**Run 1: sizing map**

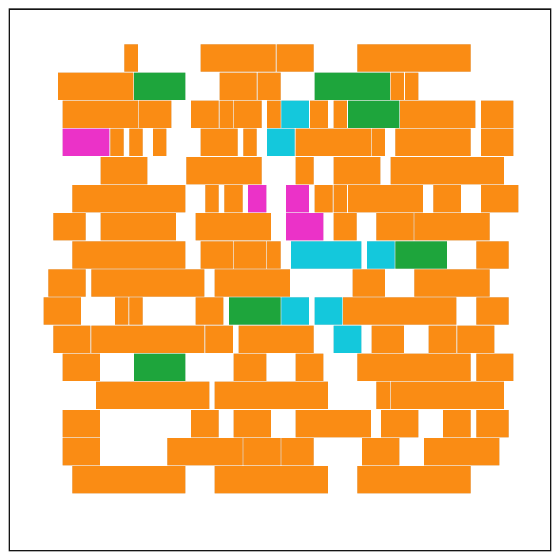
**Run 1: clock routing**

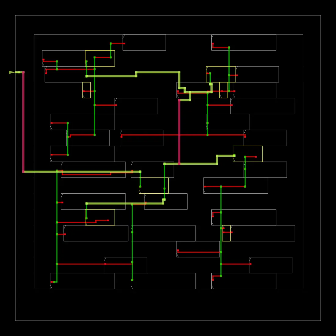
**Run 1: placed cells, one colour a class**

Bar = 20 um. Fill, decap, tap and diode cells in grey.
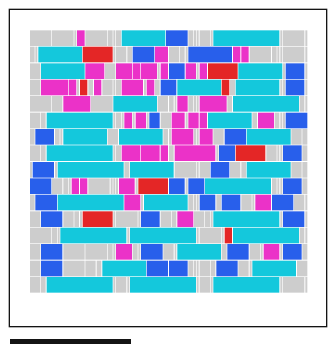
<file path="src/rtl/seg7_scan_driver.sv">
// Time-multiplexed seven-segment driver: accepts one AXI-Stream frame of digit codes
// and scans it out, holding each frame for HOLD_FRAMES full refresh periods.
module seg7_scan_driver #(
   parameter int SEG_W       = 7,
   parameter int N_DIGITS    = 2,
   parameter int PRESCALE    = 4,
   parameter int HOLD_FRAMES = 2,
   parameter bit ACTIVE_LOW  = 1'b1
) (
   input  logic                               clk,
   input  logic                               rst,
   input  logic                               s_valid,
   output logic                               s_ready,
   input  logic [N_DIGITS-1:0][SEG_W-1:0]     s_data,
   output logic [SEG_W-1:0]                   seg_out,
   output logic [N_DIGITS-1:0]                dig_en,
   output logic                               frame_shown
);

   localparam int PW = (PRESCALE > 1) ? $clog2(PRESCALE) : 1;
   localparam int DW = (N_DIGITS > 1) ? $clog2(N_DIGITS) : 1;
   localparam int HW = $clog2(HOLD_FRAMES + 1);

   localparam logic [PW-1:0] PRESC_LAST = PW'(PRESCALE - 1);
   localparam logic [DW-1:0] DIG_LAST   = DW'(N_DIGITS - 1);
   localparam logic [HW-1:0] HOLD_LAST  = HW'(HOLD_FRAMES - 1);

   localparam logic [1:0] ST_IDLE  = 2'd0;
   localparam logic [1:0] ST_SHOW  = 2'd1;
   localparam logic [1:0] ST_READY = 2'd2;

   localparam logic [SEG_W-1:0]    SEG_OFF = {SEG_W{ACTIVE_LOW}};
   localparam logic [N_DIGITS-1:0] DIG_OFF = {N_DIGITS{ACTIVE_LOW}};

   logic [1:0]                     state_q, state_d;
   logic [PW-1:0]                  presc_q, presc_d;
   logic [DW-1:0]                  dig_q, dig_d;
   logic [HW-1:0]                  hold_q, hold_d;
   logic [N_DIGITS-1:0][SEG_W-1:0] frame_q;
   logic [SEG_W-1:0]               seg_q, seg_d;
   logic [N_DIGITS-1:0]            en_q, en_d;
   logic                           shown_q, shown_d;
   logic                           xfer;

   assign s_ready     = !rst && ((state_q == ST_IDLE) || (state_q == ST_READY));
   assign xfer        = s_valid && s_ready;
   assign seg_out     = seg_q;
   assign dig_en      = en_q;
   assign frame_shown = shown_q;

   // NOTE: every variable gets a default at the top of always_comb so no latch is inferred.
   always_comb begin
      state_d = state_q;
      presc_d = presc_q;
      dig_d   = dig_q;
      hold_d  = hold_q;
      shown_d = 1'b0;

      if (xfer) begin
         state_d = ST_SHOW;
         presc_d = '0;
         dig_d   = '0;
         hold_d  = '0;
      end else if (state_q != ST_IDLE) begin
         if (presc_q == PRESC_LAST) begin
            presc_d = '0;
            if (dig_q == DIG_LAST) begin
               // End of one scan period; only SHOW counts towards the hold.
               dig_d = '0;
               if (state_q == ST_SHOW) begin
                  hold_d = hold_q + 1'b1;
                  if (hold_q == HOLD_LAST) begin
                     state_d = ST_READY;
                     shown_d = 1'b1;
                  end
               end
            end else begin
               dig_d = dig_q + 1'b1;
            end
         end else begin
            presc_d = presc_q + 1'b1;
         end
      end

      if (state_q == ST_IDLE) begin
         seg_d = SEG_OFF;
         en_d  = DIG_OFF;
      end else begin
         seg_d = frame_q[dig_q] ^ SEG_OFF;
         en_d  = (N_DIGITS'(1) << dig_q) ^ DIG_OFF;
      end
   end

   // NOTE: state uses non-blocking assignments so every register samples pre-edge values.
   always_ff @(posedge clk) begin
      if (rst) begin
         state_q <= ST_IDLE;
         presc_q <= '0;
         dig_q   <= '0;
         hold_q  <= '0;
         seg_q   <= SEG_OFF;
         en_q    <= DIG_OFF;
         shown_q <= 1'b0;
      end else begin
         state_q <= state_d;
         presc_q <= presc_d;
         dig_q   <= dig_d;
         hold_q  <= hold_d;
         seg_q   <= seg_d;
         en_q    <= en_d;
         shown_q <= shown_d;
      end
   end

   // NOTE: the frame register needs no reset; it is only read outside IDLE, after a load.
   always_ff @(posedge clk) begin
      if (xfer) begin
         frame_q <= s_data;
      end
   end

endmodule

</file>
<file path="config.mk">
export PLATFORM = sky130hd
export DESIGN_NAME = seg7_scan_driver
export DESIGN_NICKNAME = d
export VERILOG_FILES = /design/src/rtl/seg7_scan_driver.sv
export SDC_FILE = /design/constraint.sdc
export NUM_CORES = 1
export LEC_CHECK = 0
export ABC_CLOCK_PERIOD_IN_PS = 1540
export CAP_MARGIN = 20
export CORE_MARGIN = 3
export CORE_UTILIZATION = 48
export CTS_BUF_LIST = sky130_fd_sc_hd__clkbuf_8
export CTS_CLUSTER_DIAMETER = 100
export DETAILED_ROUTE_END_ITERATION = 8
export PLACE_DENSITY_LB_ADDON = 0.15
export SETUP_SLACK_MARGIN = 0.1
export SYNTH_ARGS = -nofsm -noshare
export SYNTH_HDL_FRONTEND = slang
export SYNTH_SLANG_ARGS = --single-unit
</file>
<file path="constraint.sdc">
create_clock -name clk -period 1.54 [get_ports clk]
set_clock_uncertainty 0.05 [all_clocks]
set_input_delay 0.308 -clock clk [delete_from_list [all_inputs] [get_ports clk]]
set_output_delay 0.308 -clock clk [all_outputs]
set_load 0.01 [all_outputs]
</file>
==> GITHUB_STEP_SUMMARY, run 1 <==
### Yosys + OpenROAD results

| Metric | Value |
|---|---|
| Crit path kind | in -> out |
| Chip area in the Yosys report | 0.001027 mm^2 |
| Number of I/O pins | 28 |
| Seq/Total Area, Yosys | 0.7406 |
| Routability cong. | approximately 0.68 |
| Overflow after GRT | 0 |
| FP Core Util | 0.5131 |
| Via/cell ratio | 4.784 |
| Final ANT Viol Nets | 0 |
| Clk network pwr share | 0.363 |
| Clock sink count | 31 |
| Crit path cell chain | clkdlybuf4s50_1 > nor2_1 > clkbuf_2 |
| Final setup fails | 0 |
| Dominant cell type by area after synthesis | edfxtp_1 |
| Max_cap viols | 0 |
| Reg power frac | 0.568 |
| Number of DRC markers in iteration 0 | 12 |
| Pwr dens | between 1000 and 1500 mW/mm^2 |
| CP Depth | 3 |
| NumNets Final | roughly 130 |
| Worst R2R Path Depth | 4 |
| Highest-power group | sequential cells |
| Status | completed |
| Root Driver | clkbuf_8 |
| Worst Tran Pin Value | 0.2610 ns |
| Final period util | 0.8891 |
| Overall routing resource usage | 0.1640 |
| Tool warning count | 27 |
| H-tree depth | 2 |
| Syn Inst Count | between 70 and 80 |
| Max-slew violations | 0 |
| Total power | approximately 1600 uW |
| Initial antenna violation count | 0 |
| Worst path max stage delay | between 0.4 and 0.5 ns |
| WL final | 1735 um |
| Largest net degree at the start of global routing | 15 |
| Final Hold Vio Count | 0 |
| Max stage delay cell, worst path | clkdlybuf4s50_1 |
| Die height | 52.26 um |
| Share of cells above drive strength 1 | 0.1518 |
| Critical Path End Type | output port |
| Combinational group share of total power | 0.069 |
| CP bufs+invs | 2 |
| Reg2reg end | hold_q[1] |
| Vias in the first global route | around 700 |
| Hold Path Origin | frame_q[3] |
| # Cells Yosys | slightly above 70 |
| P_sw | between 300 and 400 uW |
| First-pass GRT wire length | 2953 um |
| Worst rel slew slack | 0.8258 |
| Syn nets | ~90 |
| Chip area | 0.002731 mm^2 |
| Worst min-delay path class | reg -> reg |
| Critical path origin | rst |
| Cts bufs inserted | 5 |
| Ys flops | 31 |
| Reg2reg setup slack | 0.24 ns |
| Post-route insts no fill | between 100 and 150 |
| Fin Hold WS | approximately 0.38 ns |
| Total number of yosys warnings | 0 |
| Clock slew at reported path FFs | 0.06 ns |
| DP Cell Count | between 100 and 150 |
| Synth Cell Area | 0.001027 mm^2 |
| Cells on Worst Hold Path | 1 |
| TritonCTS clock tree | yes |
| DP Worst Slack | -0.2410 ns |
| Drt pass-1 iters | 4 |
| RSZ-0062 raised after global routing | false |
| Comb pwr | about 110 uW |
| P_int | between 1000 and 1500 uW |
| Longest Clk Path Bufs | 2 |
| Final min period | 1.369 ns |
| Reg2Reg Launch Point | presc_q[0] |
| Area share of the largest cell type after synthesis | 0.4093 |
| End of the critical path | s_ready |
| Biggest area cells | edfxtp_1 (41%), dfxtp_1 (33%), a22oi_1 (5.1%), nor2_1 (2.6%), ha_1 (2.4%) |
| Hpwl dp | approximately 1300 um |
Back to the opening pictures, 'sizing map':
size	colour	cells	share
drive 2	magenta	4	3.6%
drive 3 to 4	cyan	7	6.3%
drive 1 or less	orange	95	85%
drive 6 and up	green	6	5.4%
Finished Cell Area: 0.001454 mm^2
area delta synth->final: 41.53%
fin worst setup slack: 0.1709 ns

Back to the opening pictures, 'clock routing':
seq_cells: 31
Clk Latency, worst-skew pair: 0.28 ns
P_clk: 573 uW

Back to the opening pictures, 'placed cells, one colour a class':
class	colour	cells	share of their area
clock drivers and dummy loads	red	8	5.6%
flops	cyan	31	54%
all other logic	magenta	39	18%
other buffers and delay cells	blue	34	22%
row cnt: 16
sequential share of cell area: 0.5232

==> run 1: synth_stat cells <==
| cell | count |
|---|---|
| o21ai_0 | 2 |
| a211oi_2 | 1 |
| and2_1 | 1 |
| nor3_2 | 1 |
| xor2_1 | 1 |
| nor2_1 | 7 |
| xnor2_1 | 1 |
| a41oi_1 | 1 |
| a21o_1 | 1 |
| nand2_1 | 3 |
| a21oi_1 | 2 |
| edfxtp_1 | 14 |
| nor2_2 | 1 |
| a211oi_1 | 1 |
| nor3b_4 | 1 |
| ha_1 | 2 |
| buf_2 | 1 |
| inv_1 | 4 |
| or3_1 | 1 |
| a22oi_1 | 7 |
| and4b_1 | 1 |
| dfxtp_1 | 17 |
==> run 1: layout make-up <==
type / count / area (um^2) / share of cell area
inverters: 4 / 15.01 / 0.01033
repair buffers: 34 / 317.8 / 0.2186
clock inverters: 3 / 11.26 / 0.007745
well taps: 27 / 33.78 / 0.02324
multi-input cells: 35 / 246.5 / 0.1695
flip-flops and latches: 31 / 760.7 / 0.5232
clock buffers: 5 / 68.82 / 0.04733
==> run 1: placed cells by master, fill, tap and decap left out <==
cell,synthesis,layout
a21oi_1,2,2
a22oi_1,7,7
ha_1,2,2
inv_1,4,5
a211oi_2,1,1
buf_4,0,6
nor3b_4,1,1
o21ai_0,2,2
a211oi_1,1,1
nand2_1,3,3
clkdlybuf4s50_1,0,16
dlygate4sd2_1,0,10
and4b_1,1,1
xor2_1,1,1
clkbuf_8,0,5
clkbuf_2,0,1
a21o_1,1,1
and2_1,1,1
xnor2_1,1,1
edfxtp_1,14,14
nor3_2,1,1
nor2_2,1,1
nor2_1,7,7
a41oi_1,1,1
dfxtp_1,17,17
buf_12,0,1
clkinv_1,0,2
or3_1,1,1
==> run 1: registers in the layout (all words and copies together) (netlist names) <==
name	count
hold_q	2
dig_q	1
seg_out	7
state_q	2
frame_shown	1
presc_q	2
frame_q	14
dig_en	2
==> run 1: kinds of logic (layout without fill, tap and decap cells) <==
| logic type | count (synthesis) | after routing | share of synthesized area |
|---|---|---|---|
| AOI/OAI and AO/OA | 15 | 15 | 0.1060 |
| adders and majority gates | 2 | 2 | 0.02436 |
| xor gates and xnor gates | 2 | 2 | 0.01706 |
| buffers and inverters | 5 | 46 | 0.01948 |
| DFF | 31 | 31 | 0.7406 |
| and+or+nand+nor | 16 | 16 | 0.09259 |
==> run 1: repair_timing <==
action,in CTS,in global routing
endpoints found under the hold margin,0,0
hold buffers,0,0
buffers inserted,0,0
endpoints found under the setup margin,11,1
gates resized,12,1
==> run 1: through the flow <==
stage | utilization | TNS (ns)
2_1_floorplan | - | 0
3_3_place_gp | 0.6950 | -0.2025
3_5_place_dp | 0.6950 | -0.4029
4_1_cts | 0.7288 | 0
5_1_grt | 0.7263 | 0
6_report | 0.7263 | 0
==> run 1: worst reg2reg max path, stage by stage (launching register included) <==
cell and delay [ns]:
dfxtp_1 0.35, ha_1 0.22, and4b_1 0.34, nor2_1 0.08, a211oi_2 0.18
==> run 1: layer usage <==
layer,global-route usage,up-vias,part of all wire
li1,-,337,-
met1,0.1593,300,0.38
met2,0.2678,24,0.52
met3,0.09972,4,0.089
met4,0.08936,0,0.016
met5,0,-,0
**Run 1: selected gate families**

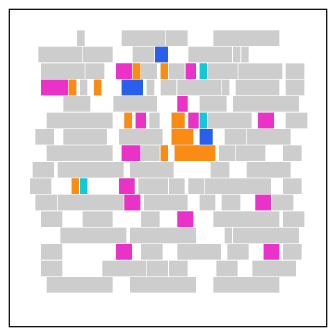

==> run 1 -> run 2 <==
ABC_CLOCK_PERIOD_IN_PS = 1300   (was 1540)
SETUP_SLACK_MARGIN = 0.5   (was 0.1)
clock period = 1.3 ns   (was 1.54 ns; I/O delays follow)
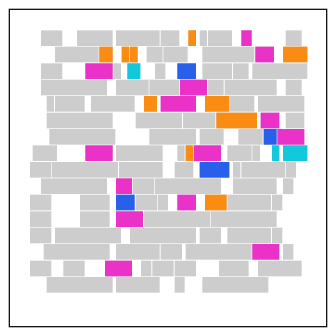
**Above:** run 2 (selected gate families).
family	colour	cells
AND and OR gates	blue	4
inverting AOI/OAI gates	magenta	14
NAND gates	cyan	3
NOR gates	orange	10
post-route insts no fill: 143
Comb/total area: 0.2324

==> run 2 against run 1 <==
Effect of this change: sequential cell count did not move; area after synthesis did not move; critical path depth fell by 1; routed wire length rose by 26%; utilization rose by 7.5 points; largest cell class unchanged; worst hold slack got worse by 0.0019 ns.
==> GITHUB_STEP_SUMMARY, run 2 <==
### Yosys + OpenROAD results

| Metric | Value |
|---|---|
| Status | completed |
| Max-slew violations | 0 (unchanged) |
| Final ANT Viol Nets | 0 (unchanged) |
| Critical Path End Type | output port |
| Via/cell ratio | 4.979 (+4.1%) |
| Root Driver | clkbuf_8 |
| Longest Clk Path Bufs | 2 (unchanged) |
| Synth Cell Area | 0.001027 mm^2 (unchanged) |
| Share of cells above drive strength 1 | 0.5345 (+0.3827) |
| Final min period | 1.190 ns |
| Cts bufs inserted | 5 (unchanged) |
| Worst Tran Pin Value | 0.1983 ns (-0.06273 ns) |
| Cells on Worst Hold Path | 1 (unchanged) |
| Die height | 52.26 um (unchanged) |
| Ys flops | 31 (unchanged) |
| Commonest cells post-synth | dfxtp_1 (17), edfxtp_1 (14), a22oi_1 (7), nor2_1 (7), inv_1 (4) |
| Worst min-delay path class | reg -> reg |
| RSZ-0062 raised after global routing | true |
| Largest net degree at the start of global routing | 10 (-5) |
| Dominant cell type by area after synthesis | edfxtp_1 |
| Final Hold Vio Count | 0 (unchanged) |
| Basic Gates by Area | 0.09257 (unchanged) |
| Syn Inst Count | 71 (unchanged) |
| Seq/Total Area, Yosys | 0.7406 (unchanged) |
| CP Depth | 2 (-1) |
| Worst R2R Path Depth | 3 (-1) |
| NumNets Final | 134 (+3.1%) |
| Chip area | 0.002731 mm^2 (unchanged) |
| Adder and majority cell fraction of the synthesized area | 0.02436 (unchanged) |
| Xor-xnor portion of the synthesized cell area | 0.01705 (unchanged) |
| Clk Latency, worst-skew pair | 0.27 ns (about the same) |
| First-pass GRT wire length | 3236 um (+9.6%) |
| Chip area in the Yosys report | 0.001027 mm^2 (unchanged) |
| CP bufs+invs | 1 (-1) |
| FP Core Util | 0.5131 (unchanged) |
| Max FFs per register | 14 (unchanged) |
| Total number of yosys warnings | 0 (unchanged) |
| Biggest register | frame_q |
| Post-Synth AOI/OAI Area | 0.1060 (unchanged) |
| Crit path kind | reg -> out |
| Syn nets | 90 (unchanged) |
| Hpwl dp | 1202 um (-4.6%) |
| Final period util | 0.9154 |
| Initial antenna violation count | 0 (unchanged) |
| Most numerous logic cells after layout | edfxtp_1 (14), clkdlybuf4s50_1 (14), dfxtp_1 (11) |
| # Cells Yosys | 71 (unchanged) |
| Number of DRC markers in iteration 0 | 2 (-10) |
| Clock sink count | 31 (unchanged) |
| Worst path max stage delay | 0.35 ns (-0.07 ns) |
| Mux frac, synth | 0 (unchanged) |
| Overall routing resource usage | 0.1827 (+0.01867) |
| Tool warning count | 29 (+7.4%) |
| Asr flop ratio synth | 0 (unchanged) |
| DP Worst Slack | -0.4109 ns (-0.1699 ns) |
| Fin worst setup slack | 0.1100 ns (-0.06083 ns) |
| Area share of the largest cell type after synthesis | 0.4093 (unchanged) |
| Main logic family | AND-OR/OR-AND gates |
| H-tree depth | 2 (unchanged) |
| Vias in the first global route | 681 (+0.15%) |
| Pwr dens | 1224 mW/mm^2 (+13%) |
| Most frequent cell after synthesis | dfxtp_1 |
| TritonCTS clock tree | yes |
| Clock slew at reported path FFs | 0.06 ns (about the same) |
| Worst rel slew slack | 0.8664 (+0.04061) |
| Final setup fails | 0 (unchanged) |
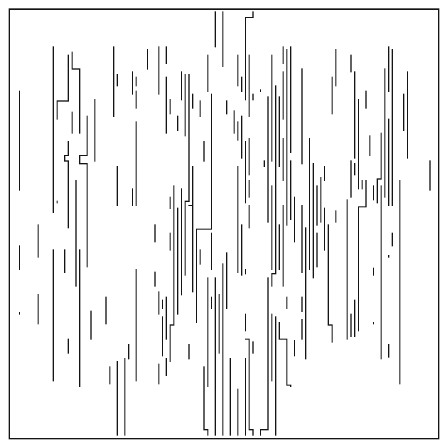
**Above:** run 2 (signal wires on met2).
nets with wire on the layer	119
longest straight run	24.8 um
WL final: 2188 um
GR Util met2: 0.3096
vias: 712

==> run 2: cell counts after synthesis <==
Identical to the previous run, type by type.
==> run 2: area by class of cell <==
class	count	area, um^2
Sequential cell	31	773.2
Fill cell	121	397.9
Multi-Input combinational cell	36	372.9
Timing Repair Buffer	37	319.1
Clock buffer	6	82.58
Tap cell	27	33.78
Inverter	4	15.01
Clock inverter	2	7.507
==> run 2: kinds of logic (layout without fill, tap and decap cells) <==
kind of cell / Yosys count / count (layout)
DFF: 31 / 31
and+or+nand+nor: 16 / 17
buffers and inverters: 5 / 49
adders and majority gates: 2 / 2
xor gates and xnor gates: 2 / 2
AOI/OAI and AO/OA: 15 / 15
==> run 2: final timing paths <==
path | start | end | slack [ns]
max | state_q[0] | s_ready | 0.11
min reg2reg | frame_q[4] | seg_out[4] | 0.37
min | frame_q[4] | seg_out[4] | 0.37
max reg2reg | state_q[0] | frame_q[10] | 0.15
==> run 2: power breakdown <==
part	switching [uW]	internal [uW]
Clock	319	415
Sequential	14.2	1050
Combinational	70.8	93.8
Total	404	1560
==> run 2: metal layers <==
layer	track usage	wire [um]	vias up
li1	-	-	349
met1	0.1791	868	337
met2	0.3096	1150	22
met3	0.06838	126	4
met4	0.1362	42	0
met5	0	0	-
==> run 2: what timing repair did <==
| action | in CTS | in global routing |
|---|---|---|
| endpoints found under the setup margin | 42 | 42 |
| pin swaps | 16 | 11 |
| hold buffers | 0 | 0 |
| resized | 66 | 11 |
| cloned | 1 | 0 |
| buffers inserted | 4 | 2 |
==> run 2: stage by stage <==
step	TNS, ns	instances	hold slack, ns
after floorplan	0	71	0.2654
after global placement	-6.099	128	0.3633
after detailed placement	-6.281	128	0.3695
after CTS	0	141	0.3753
after global routing	0	143	0.3903
final	0	143	0.3732
**Run 2: clock routing**

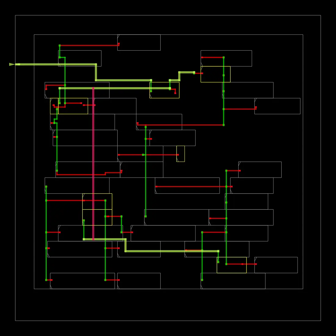

==> run 2 -> run 3 <==
CORE_UTILIZATION = 45   (was 48)
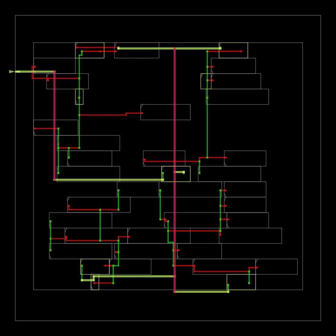
**Above:** run 3 (clock routing).
cts bufs inserted: 5
P_clk: 682 uW

==> run 3 against run 2 <==
Effect of this change: worst hold slack improved by 0.0027 ns; via count rose by 1.7%; sequential power barely moved; clock-buffer cell count fell by 1; sequential share of layout area rose by 0.23 points; final area fell by 0.31%; combinational power barely moved; routed wire length fell by 2.3%; largest cell class unchanged; largest power group unchanged; highest routed layer unchanged.
==> GITHUB_STEP_SUMMARY, run 3 <==
### Yosys + OpenROAD results

| Metric | Value |
|---|---|
| Initial antenna violation count | 0 (unchanged) |
| Max FFs per register | 14 (unchanged) |
| Vias | 724 (+1.7%) |
| Final min period | 1.195 ns (+0.005107 ns) |
| Asr flop ratio synth | 0 (unchanged) |
| Main logic family | AND-OR/OR-AND gates |
| Most frequent cell after synthesis | dfxtp_1 |
| Synth Cell Area | 0.001027 mm^2 (unchanged) |
| Dominant cell type by area after synthesis | edfxtp_1 |
| Max stage delay cell, worst path | dfxtp_4 |
| Total number of yosys warnings | 0 (unchanged) |
| Hpwl dp | 1299 um (+8.0%) |
| RSZ-0062 raised after global routing | true |
| Longest Clk Path Bufs | 2 (unchanged) |
| Reg2reg setup slack | 0.13 ns (-0.02 ns) |
| Final ANT Viol Nets | 0 (unchanged) |
| Clock sink count | 31 (unchanged) |
| Mux frac, synth | 0 (unchanged) |
| CP bufs+invs | 1 (unchanged) |
| FP Core Util | 0.4982 (-0.01495) |
| Critical path origin | state_q[0] |
| Clock slew at reported path FFs | 0.06 ns (about the same) |
| DP Worst Slack | -0.3865 ns (+0.02438 ns) |
| Crit path kind | reg -> out |
| Final setup fails | 0 (unchanged) |
| Vias in the first global route | 700 (+2.8%) |
| Overall routing resource usage | 0.1780 (-0.004743) |
| Largest net degree at the start of global routing | 10 (unchanged) |
| Biggest register | frame_q |
| Basic Gates by Area | 0.09257 (unchanged) |
| End of the critical path | s_ready |
| Status | completed |
| Chip area | 0.002892 mm^2 (+5.9%) |
| Die height | 53.78 um (+2.9%) |
| First-pass GRT wire length | 3291 um (+1.7%) |
| CP Depth | 2 (unchanged) |
| Syn nets | 90 (unchanged) |
| Most numerous logic cells after layout | edfxtp_1 (14), clkdlybuf4s50_1 (14), dfxtp_1 (10), buf_6 (10), buf_2 (7) |
| Number of DRC markers in iteration 0 | 6 (+4) |
| Worst Tran Pin Value | 0.2083 ns (+0.009977 ns) |
| Seq/Total Area, Yosys | 0.7406 (unchanged) |
| Root Driver | clkbuf_8 |
| Final Hold Vio Count | 0 (unchanged) |
| WL final | 2137 um (-2.3%) |
| TritonCTS clock tree | yes |
| Via/cell ratio | 5.028 (+0.98%) |
| Worst min-delay path class | reg -> reg |
| Share of cells above drive strength 1 | 0.4957 (-0.03876) |
| Syn Inst Count | 71 (unchanged) |
| Pwr dens | 1196 mW/mm^2 (-2.3%) |
| Tool warning count | 29 (unchanged) |
| Max-slew violations | 0 (unchanged) |
| Area share of the largest cell type after synthesis | 0.4093 (unchanged) |
| Chip area in the Yosys report | 0.001027 mm^2 (unchanged) |
| Reg2reg end | state_q[0] |
| Post-Synth AOI/OAI Area | 0.1060 (unchanged) |
| Final period util | 0.9193 (+0.003928) |
| Ys flops | 31 (unchanged) |
| Critical Path End Type | output port |
| Routed len/inst | roughly 15 um |
| Xor-xnor portion of the synthesized cell area | 0.01705 (unchanged) |
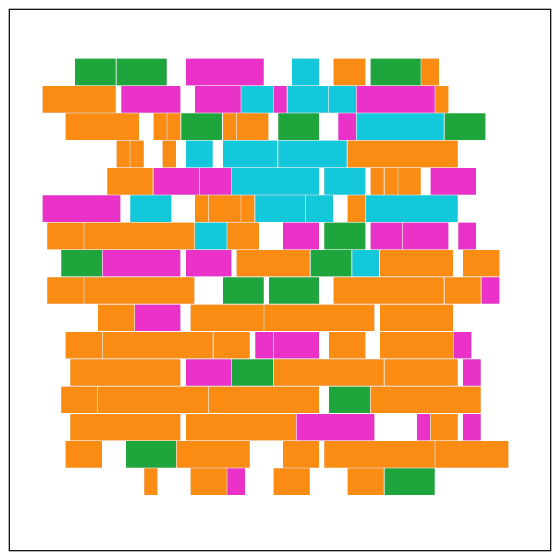
**Above:** run 3 (sizing map).
size	colour	cells	share
drive 2	magenta	27	23%
drive 1 or less	orange	59	50%
drive 6 and up	green	15	13%
drive 3 to 4	cyan	16	14%
Non-clk bufs: 38
area delta synth->final: 55.66%
Finished Cell Area: 0.001599 mm^2
fin worst setup slack: 0.1049 ns

[run 3: cell counts after synthesis]
Identical to the previous run, type by type.
[run 3: repair_timing]
action | in CTS | in global routing
pin swaps | 16 | 7
hold buffers | 0 | 0
buffers inserted | 4 | 2
gates resized | 64 | 12
gates cloned | 1 | 0
endpoints found under the setup margin | 42 | 42
[run 3: cell families (layout without fill, tap and decap cells)]
| family | count (synthesis) | in the layout |
|---|---|---|
| adders and majority gates | 2 | 2 |
| xor gates and xnor gates | 2 | 2 |
| buffers and inverters | 5 | 50 |
| AOI/OAI and AO/OA | 15 | 15 |
| and+or+nand+nor | 16 | 17 |
| DFF | 31 | 31 |
[run 3: area by class of cell]
cell class / instances / area [um^2] / share of cell area
inverter: 4 / 15.01 / 0.009390
clock buffer: 5 / 68.82 / 0.04304
clock inverter: 3 / 12.51 / 0.007825
timing repair buffer: 38 / 342.8 / 0.2144
sequential: 31 / 774.5 / 0.4844
multi-input combinational: 36 / 351.6 / 0.2199
tap: 27 / 33.78 / 0.02113
[run 3: stage by stage]
stage	std cells	hold WS (ns)	util	TNS [ns]	power, uW
3_5_place_dp	129	0.3696	0.6857	-5.681	1221
5_1_grt	144	0.3924	0.7755	0	1996
6_report	144	0.3759	0.7755	0	1912
3_3_place_gp	129	0.3615	0.6857	-5.508	1217
4_1_cts	142	0.3778	0.7458	0	1918
2_1_floorplan	71	0.2654	-	0	1129
[run 3: how the worst min path moves through the flow]
stage	startpoint	endpoint	cells after the start
CTS	frame_q[6]	seg_out[6]	1
global route	frame_q[6]	seg_out[6]	1
finish	frame_q[6]	seg_out[6]	1
global placement	frame_q[2]	seg_out[2]	1
floorplan	rst	state_q[0]	1
detailed placement	frame_q[6]	seg_out[6]	1
[run 3: where the power goes]
part	internal, uW	switching (uW)
clock network	358	324
logic	95.2	68.1
registers	1050	14.3
[run 3: layer usage]
layer  global-route usage  routed length (um)  share of wire  up-vias
met4               0.1191                  61          0.029        0
met3              0.09972                 162          0.076        6
met2               0.2641                1095           0.51       22
li1                     -                   -              -      347
met1               0.1921                 817           0.38      349
met5                    0                   0              0        -
[run 3: worst reg2reg max path: cells and delay by family (launching register included)]
family / cells / cell delay (ns)
adders and majority gates: 1 / 0.16
and+or+nand+nor: 1 / 0.21
DFF: 1 / 0.35
AOI/OAI and AO/OA: 1 / 0.17
buffers and inverters: 1 / 0.14
Power figures rest on the tool's default switching activity, not on a simulated workload.
